met1.png
Bar = 20 microns.
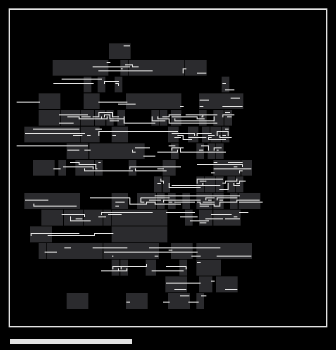
met2.png
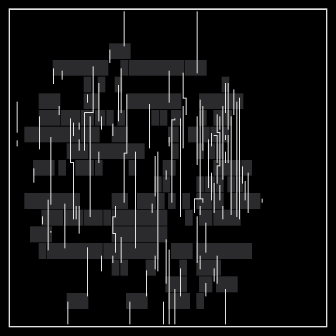
met3.png
Bar = 20 microns.
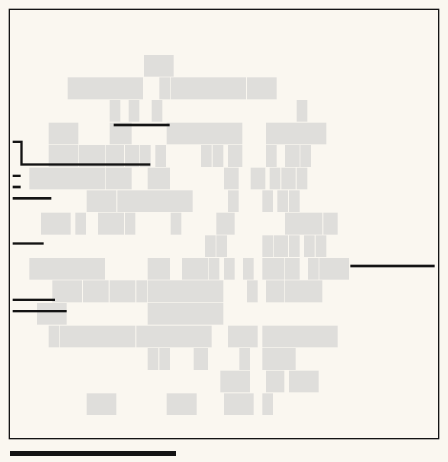
registers.png
Other sequential cells in the stronger grey, the rest of the logic in the fainter grey.
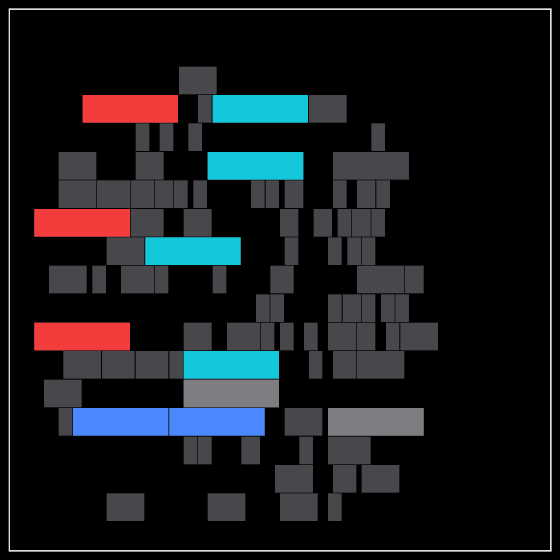
## src/rtl/gray_gen_pkg.sv

```systemverilog
// rtl/gray_gen_pkg.sv - shared types and helpers for the Gray-code sequence generator
package gray_gen_pkg;

    localparam int GRAY_MAX_W = 32;

    typedef enum logic [1:0] {
        IDLE = 2'd0,
        RUN  = 2'd1,
        DONE = 2'd2
    } gray_gen_state_t;

    // Callers zero-extend into GRAY_MAX_W and truncate the result back to their width.
    function automatic logic [GRAY_MAX_W-1:0] bin2gray(input logic [GRAY_MAX_W-1:0] bin);
        return bin ^ (bin >> 1);
    endfunction

    function automatic logic [GRAY_MAX_W-1:0] terminal(input logic dir, input int width);
        logic [GRAY_MAX_W-1:0] ones;
        ones = '1;
        return dir ? (ones >> (GRAY_MAX_W - width)) : '0;
    endfunction

endpackage

```

## src/rtl/gray_gen.sv

```systemverilog
// rtl/gray_gen.sv - registered Gray-code generator on a valid/ready stream
// Optional one-shot stop at terminal count: GRAY_GEN_ONESHOT_EN.
module gray_gen #(
    parameter int               WIDTH = 4,
    parameter logic [WIDTH-1:0] START = '0
) (
    input  logic             clk,
    input  logic             rst_n,
    input  logic             en,
    input  logic             dir,
    input  logic             load,
    input  logic [WIDTH-1:0] load_val,
    output logic [WIDTH-1:0] g_out,
    output logic             g_valid,
    input  logic             g_ready,
    output logic             wrap
);
    import gray_gen_pkg::*;

    localparam logic [WIDTH-1:0] START_G = WIDTH'(bin2gray(GRAY_MAX_W'(START)));

    gray_gen_state_t  state_q;
    gray_gen_state_t  state_d;
    logic [WIDTH-1:0] bin_q;
    logic [WIDTH-1:0] bin_d;
    logic [WIDTH-1:0] bin_step;
    logic [WIDTH-1:0] term_val;
    logic [WIDTH-1:0] g_d;
    logic             g_valid_d;
    logic             wrap_d;
    logic             xfer;
    logic             load_acc;
    logic             at_term;
    logic             stop_here;

    assign xfer     = g_valid & g_ready;
    // A load only lands when nothing is on offer or the offered code leaves this cycle.
    assign load_acc = load & (~g_valid | xfer);
    assign term_val = WIDTH'(terminal(dir, WIDTH));
    assign at_term  = (bin_q == term_val);
    assign bin_step = dir ? (bin_q + 1'b1) : (bin_q - 1'b1);

`ifdef GRAY_GEN_ONESHOT_EN
    assign stop_here = at_term;
`else
    assign stop_here = 1'b0;
`endif

    always_ff @(posedge clk or negedge rst_n) begin
        if (!rst_n) begin
            state_q <= IDLE;
            bin_q   <= START;
            g_out   <= START_G;
            g_valid <= 1'b0;
            wrap    <= 1'b0;
        end else begin
            state_q <= state_d;
            bin_q   <= bin_d;
            g_out   <= g_d;
            g_valid <= g_valid_d;
            wrap    <= wrap_d;
        end
    end

    always_comb begin
        state_d = state_q;
        case (state_q)
            IDLE: begin
                if (en) begin
                    state_d = RUN;
                end
            end
            RUN: begin
                if (xfer) begin
                    if (!en) begin
                        state_d = IDLE;
                    end
`ifdef GRAY_GEN_ONESHOT_EN
                    if (at_term && !load_acc) begin
                        state_d = DONE;
                    end
`endif
                end
            end
`ifdef GRAY_GEN_ONESHOT_EN
            DONE: begin
                if (load_acc) begin
                    state_d = IDLE;
                end
            end
`endif
            default: state_d = IDLE;
        endcase
    end

    // Next values of the registered outputs; g_out follows bin_d so it only moves on advance or load.
    always_comb begin
        bin_d = bin_q;
        if (load_acc) begin
            bin_d = load_val;
        end else if (xfer && !stop_here) begin
            bin_d = bin_step;
        end
        wrap_d    = xfer & at_term & ~load_acc;
        g_d       = WIDTH'(bin2gray(GRAY_MAX_W'(bin_d)));
        g_valid_d = (state_d == RUN);
    end

endmodule

```

## config.mk

```make
export PLATFORM = sky130hd
export DESIGN_NAME = gray_gen
export DESIGN_NICKNAME = d
export VERILOG_FILES = /design/src/rtl/gray_gen_pkg.sv /design/src/rtl/gray_gen.sv
export SDC_FILE = /design/constraint.sdc
export NUM_CORES = 1
export LEC_CHECK = 0
export ABC_AREA = 1
export CORE_MARGIN = 2
export CORE_UTILIZATION = 27
export DETAILED_ROUTE_END_ITERATION = 10
export RECOVER_POWER = 50
export SYNTH_ARGS = -nofsm -noshare
export SYNTH_HDL_FRONTEND = slang
export SYNTH_SLANG_ARGS = --single-unit
```

## constraint.sdc

```tcl
create_clock -name clk -period 4.2 [get_ports clk]
set_input_delay 0.84 -clock clk [delete_from_list [all_inputs] [get_ports clk]]
set_output_delay 0.84 -clock clk [all_outputs]
set_load 0.02 [all_outputs]
```

==> results.json <==
{
  "ir_drop_mv": 0.153,
  "drc_errors": 0,
  "cp_data_required_time_ps": 4350,
  "wl_met1_microns": 532,
  "yosysWarnings": 0,
  "pre_cts_ws_ps": 1570,
  "synth_flops": 11,
  "syn_area_per_cell_sq_um": 8.38,
  "dominant_cells": "registers",
  "worstPathMaxFanout": 5,
  "cts_tree": "done",
  "initial_core_util_pct": 28.2,
  "grtUsageMet1_pct": 12.4,
  "cpPeakStageDelay_ps": 500,
  "cap_violations": 0,
  "comb_share_pct": 32.9,
  "period_used_pct": 56.4,
  "die_x_microns": 51.6,
  "clock_cell_area_share_pct": 3.23,
  "cts_setup_buffers": 0,
  "vias_per_cell": 3.98,
  "rsz0062_at_grt": "no",
  "fill_cells": 241,
  "fp.dieH_microns": 51.6,
  "layout_setup_ws_ps": 1830,
  "comb_area_sq_um": 268,
  "port_buffers": 15,
  "outcome": "finished, final reports clean",
  "synthSimpleGateAreaFrac_pct": 23.1,
  "wl_met3_microns": 55,
  "clockRootBuffer": "clkbuf_4",
  "grt_pass1_vias": 484,
  "crit_buf_inv": 2,
  "postCtsHoldBufs": 0,
  "cts_resized": 0,
  "clk_latency_ps": 260,
  "ys_top_logic_family": "simple AND/OR/NAND/NOR gates",
  "grt_pass1_wl_microns": 1990,
  "finalPower_mw": 0.300,
  "slowest_stage": "clkdlybuf4s50_1",
  "power_density_nw_per_um2": 369,
  "dr.pass1.iters": 3,
  "synthMuxAreaShare_pct": 0,
  "synth_top_area_share_pct": 45.0,
  "cpMostUsedCell": "nand2_1",
  "num_rows": 17
}
-- met1.png (at the start) --
The layer carries 532 microns of wire. The longest straight run is 15.2 microns. The layer holds 47% of the routed length.

-- met2.png (at the start) --
The longest straight run is 19.7 microns. The wires run mostly vertical. The layer carries 548 microns of wire. The layer holds 48% of the routed length.

-- met3.png (at the start) --
The wires run mostly horizontal. The layer carries 55.6 microns of wire. 9 nets have wire on it. The layer holds 4.9% of the routed length. The longest straight run is 15.4 microns.
routed via count: 474
met3 usage: 2.87%
final wirelength: 1140 microns

-- registers.png (at the start) --
`bin_q`: drawn in cyan, flops 4. `g_out`: drawn in red, flops 3. `state_q`: drawn in blue, flops 2.
flop share of the area: 33.8%
Core Util, Final: 37.5%

layout by cell type, fill, tap and decap left out:
cell type	synthesis	layout
inv_2	1	1
a21oi_1	2	2
clkdlybuf4s50_1	0	13
nand3_1	6	6
conb_1	1	1
nand2_1	16	17
nor4_1	1	1
xor2_1	2	2
nand2_4	1	1
nand2_2	2	1
inv_1	13	13
o211ai_1	1	1
dlygate4sd3_1	0	2
clkbuf_4	0	3
fa_1	1	1
ha_1	2	2
o21a_2	1	1
o21ai_2	3	3
o21ai_0	2	2
or2_1	1	1
dfrtp_1	11	11
inv_4	1	1
clkbuf_1	0	1
nor2_1	4	4
path summary, 6_finish.rpt:
path / startpoint / end / slack (ps) / cells after the start
hold / removal: state_q[1] / state_q[0] / 420 / 1
setup reg to reg: bin_q[0] / g_out[1] / 2660 / 6
setup / recovery: dir / g_out[2] / 1830 / 11
max in group asynchronous: rst_n / bin_q[2] / 2900 / 1
min in group asynchronous: rst_n / state_q[1] / 970 / 1
hold reg to reg: state_q[1] / state_q[0] / 420 / 1
where the power goes:
group,internal (mW),switching (mW)
combinational,0.0462,0.0549
clock,0.0367,0.0325
sequential,0.121,0.00913
flip-flops by register name, indices dropped and copies added, names as in the netlist:
| name | count |
|---|---|
| bin_q | 4 |
| g_out | 3 |
| g_valid | 1 |
| state_q | 2 |
| wrap | 1 |
cell usage after synthesis (all sizes together):
master,count
a21oi,2
inv,15
xor2,2
o211ai,1
buf,1
nand2,19
nor2,4
or2,1
conb,1
nor4,1
nand3,6
o21ai,5
dfrtp,11
ha,2
o21a,1
fa,1
stage by stage:
step	utilization (%)	cell area (sq um)
final	37.5	813
after global placement	36.4	790
after floorplan	-	612
after global routing	37.5	813
after CTS	37.6	816
after detailed placement	36.4	790
Power figures rest on the tool's default switching activity, not on a simulated workload.
